==> config.mk <==
export PLATFORM = sky130hd
export DESIGN_NAME = menu_editor
export DESIGN_NICKNAME = d
export VERILOG_FILES = /design/src/rtl/menu_editor.sv
export SDC_FILE = /design/constraint.sdc
export NUM_CORES = 1
export LEC_CHECK = 0
export CORE_ASPECT_RATIO = 0.8
export CORE_UTILIZATION = 44
export CTS_CLUSTER_DIAMETER = 30
export DETAILED_ROUTE_END_ITERATION = 6
export PLACE_DENSITY = 0.92
export SLEW_MARGIN = 5
export SYNTH_ARGS = -nofsm -noshare
export SYNTH_HDL_FRONTEND = slang
export SYNTH_SLANG_ARGS = --single-unit
==> constraint.sdc <==
create_clock -name clk -period 3.37 [get_ports clk]
set_input_delay 0.5055 -clock clk [delete_from_list [all_inputs] [get_ports clk]]
set_output_delay 0.5055 -clock clk [all_outputs]
set_load 0.1 [all_outputs]
### Local utilization, run 1

The die is cut into 13 by 11 equal tiles; white is low, dark blue is high, 0 to 100% covered.
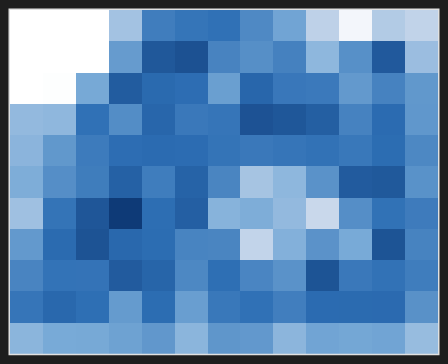
emptiest ninth of the die = top left
fullest tile = 96%
nearly empty tiles = 5.6%
mean over tiles = 60%
FP Util: 45.0%
core area: 13,500 um2
final core utilization: 65.6%

### Track usage over the die, run 1

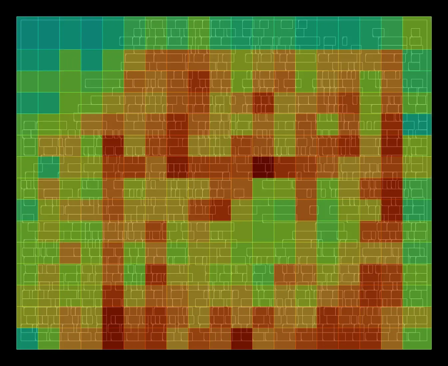
grt peak-use layer: met2
WL per Instance: 18.7 um
met3 global-route usage: 5.25%

### Cell classes on the final placement, run 1

Bar = 50 um. Fill, decap, tap and diode cells in gray.
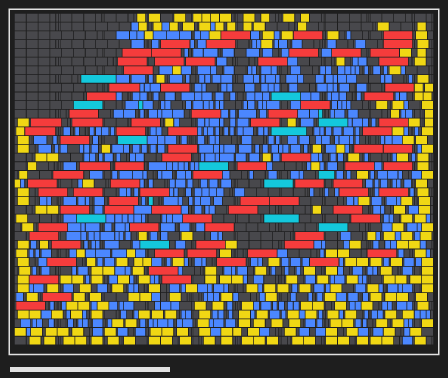
cyan -> clock drivers and dummy loads  # cells 16
blue -> all other logic  # cells 590
red -> flip-flops  # cells 87
yellow -> other buffers and delay cells  # cells 260
Seq area share: 24.7%
Core Rows: 38
cell area after layout: 8860 um2

==> results.toml, run 1 <==
# synthesis and place-and-route metrics
[timing]
period_needed_ns = 2.69
hold_slack_ns = 0.516
tightest_slew_ns = 1.19
slew_headroom_pct = 20.3
final.setup_skew_ns = 0.00852
setup-tns-final_ns = 0
grt_setup_unrepaired = "false"

[clock_network]
hold_buffers = 0
clkTransAtPathRegs_ns = 0.06
cts_num_sinks = 87
htree_levels = 3
cts-root-buf = "clkbuf_16"

[die]
chipHeight_um = 107

[power_and_ir_drop]
switching_share_pct = 56.0
clkPwrFrac_pct = 12.9
ir_worst_vdd_uv = 922
pwr-share-seq_pct = 22.3
switchingPower_mw = 5.00
p_int_mw = 3.93

[critical_path]
critical_path_required_ns = 3.59
worstRegToRegCells = 9
cp_max_fo = 15

[yosys]
synth_cell_types = 71
synth.top_cell.area_share_pct = 33.7
synthAoiAreaFrac_pct = 29.4
xor_share_pct = 2.30
adder_share_pct = 1.65
ys_warn_count = 0
top_area_cell = "dfrtp_1"
synth.cell_area_um2 = 6080
area_leaders = "dfrtp_1 34%, nor2_1 7.1%, a221oi_1 4.9%, a21oi_1 4.2%, a211o_1 4.2%"

[routing]
drc = 0
avgViaCountPerCell = 5.93

[global_routing]
grt_pass1_wl_mm = 34.0
antenna_found_initial = 0
grt_max_degree = 75

[min_path]
whs_path_depth = 2

[place]
port_buffers = 244
hpwl_mm = 15.7

[run_status]
outcome = "completed"

[cells_and_area]
final_nets = 1137
-- run 1: per-layer routing --
| layer | wire (um) | GRT usage (%) |
|---|---|---|
| met1 | 9250 | 40.1 |
| met2 | 10100 | 50.2 |
| met3 | 1370 | 5.25 |
| met4 | 459 | 9.25 |
| met5 | 0 | 0 |
-- run 1: per-stage QoR --
stage	utilization [%]	cell area, um2
floorplan	-	6080
global placement	63.1	8520
detailed placement	63.1	8520
CTS	65.6	8860
global route	65.6	8860
finish	65.6	8860
-- run 1: placed cells by master, fill, tap and decap left out, drive strengths merged, types with 6 or more instances in the layout --
cell type and count:
a31oi 26, inv 29, o21ai 25, a211oi 12
a221o 6, nand3 9, xnor2 11, o32ai 6
a221oi 34, ha 8, a211o 29, o31ai 6
nor4 7, mux2 16, clkbuf 13, nor2 118
nand2 53, dfrtp 82, o22ai 9, and2 10
buf 47, nor3 41, a21oi 52, clkdlybuf4s50 213
-- run 1: critical path, cell delays in order --
cell	delay [ns]
clkdlybuf4s50_1	0.46
nor2b_1	0.17
o21ai_1	0.91
xnor2_1	0.17
o31ai_1	0.31
nor4_1	0.10
a211o_1	0.30
-- run 1: power by group through the flow --
stage / registers, mW / logic [mW] / clock network (mW)
after floorplan: 4.13 / 2.17 / 0
after global placement: 1.97 / 5.69 / 0
after detailed placement: 1.99 / 5.77 / 0
after CTS: 1.98 / 5.79 / 1.17
after global routing: 2.06 / 6.12 / 1.21
final: 1.99 / 5.79 / 1.15
-- run 1: layout make-up --
| cell class | instances | area (um2) |
|---|---|---|
| inverters | 30 | 114 |
| multi-input cells | 560 | 3510 |
| fillers | 1159 | 4640 |
| repair buffers | 260 | 2480 |
| flip-flops and latches | 87 | 2180 |
| clock inverters | 3 | 90.1 |
| clock buffers | 13 | 250 |
| well taps | 180 | 225 |
--- run 2 (diff from run 1) ---
CORE_UTILIZATION = 40   (was 44)
PLACE_DENSITY = 0.89   (was 0.92)
clock period = 2.3 ns   (was 3.37 ns; I/O delays follow)
### Cell classes on the final placement, run 2

Bar = 50 um. Fill, decap, tap and diode cells in gray.
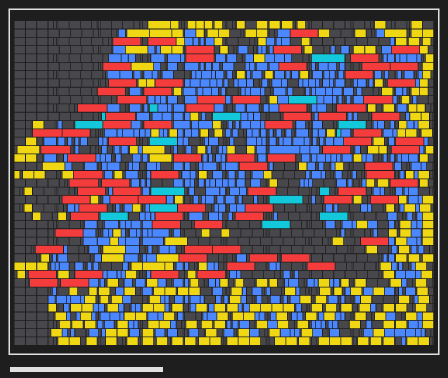
yellow -> other buffers and delay cells  # cells 285
cyan -> clock drivers and dummy loads  # cells 16
red -> flip-flops  # cells 87
blue -> all other logic  # cells 590
Core Rows: 39
Seq area share: 23.8%
core area: 14,500 um2

==> results.toml, run 2 <==
# synthesis and place-and-route metrics
[run_status]
outcome = "completed"

[timing]
slew_headroom_pct = 54.9
tightest_slew_ns = 0.669
final.setup_skew_ns = 0.00604
grt_setup_unrepaired = "false"
period_needed_ns = 2.22

[critical_path]
cp_max_fo = 7
path_buffers = 1
critical_path_required_ns = 2.58
slowest_delay_ns = 0.56

[yosys]
synth.cell_area_um2 = 6080
ys_warn_count = 0
synthAoiAreaFrac_pct = 29.4
synth.top_cell.area_share_pct = 33.7
xor_share_pct = 2.30

[place]
hpwl_mm = 16.0

[cells_and_area]
final_nets = 1162

[global_routing]
grt_max_degree = 88
top_usage_layer = "met2"
antenna_found_initial = 0
met3_usage_pct = 6.44

[clock_network]
cts-root-buf = "clkbuf_16"
hold_buffers = 0
clkTransAtPathRegs_ns = 0.06

[routing]
wl_per_cell_um = 18.5
avgViaCountPerCell = 5.89
run 2: cell counts after synthesis:
Identical to the previous run, type by type.
run 2: area by class of cell:
type	instances	share of cell area, %
multi-input combinational	560	38.6
timing repair buffer	285	30.2
sequential	87	23.8
clock buffer	11	2.53
tap	184	2.50
inverter	30	1.27
clock inverter	5	1.16
run 2: power breakdown:
part | leakage (nW) | internal [mW] | total (mW) | switching (mW)
registers | 1.06 | 2.09 | 2.88 | 0.791
clock network | 0.160 | 1.06 | 1.68 | 0.613
logic | 2.51 | 2.68 | 8.73 | 6.05
total | 3.73 | 5.84 | 13.3 | 7.45
run 2: layer usage:
layer  vias to the layer above  wire length [um]
met5                         -                 0
met4                         0               432
met3                        41              1730
met2                       338             10200
met1                      3245              9130
li1                       3223                 -
run 2: tightest hold or removal path, cell delays in order:
cell and delay, ns:
clkdlybuf4s50_1 0.44, clkinvlp_4 0.10, buf_12 0.35
run 2: through the flow:
step	instance area (um2)	setup TNS [ns]	util [%]
after global placement	8820	-0.498	60.7
after global routing	9190	0	63.2
final	9190	0	63.2
after CTS	9160	0	63.0
after detailed placement	8820	-1.64	60.7
after floorplan	6090	0	-
run 2: kinds of logic (layout without fill, tap and decap cells):
logic type,count (synthesis),in the layout
adder cells (fa/ha/maj),8,8
XOR/XNOR,16,16
multiplexers,16,16
buffers and inverters,100,331
AND-OR/OR-AND,245,245
AND/OR/NAND/NOR,275,275
flip-flops,87,87
Power and IR drop assume default switching activity.
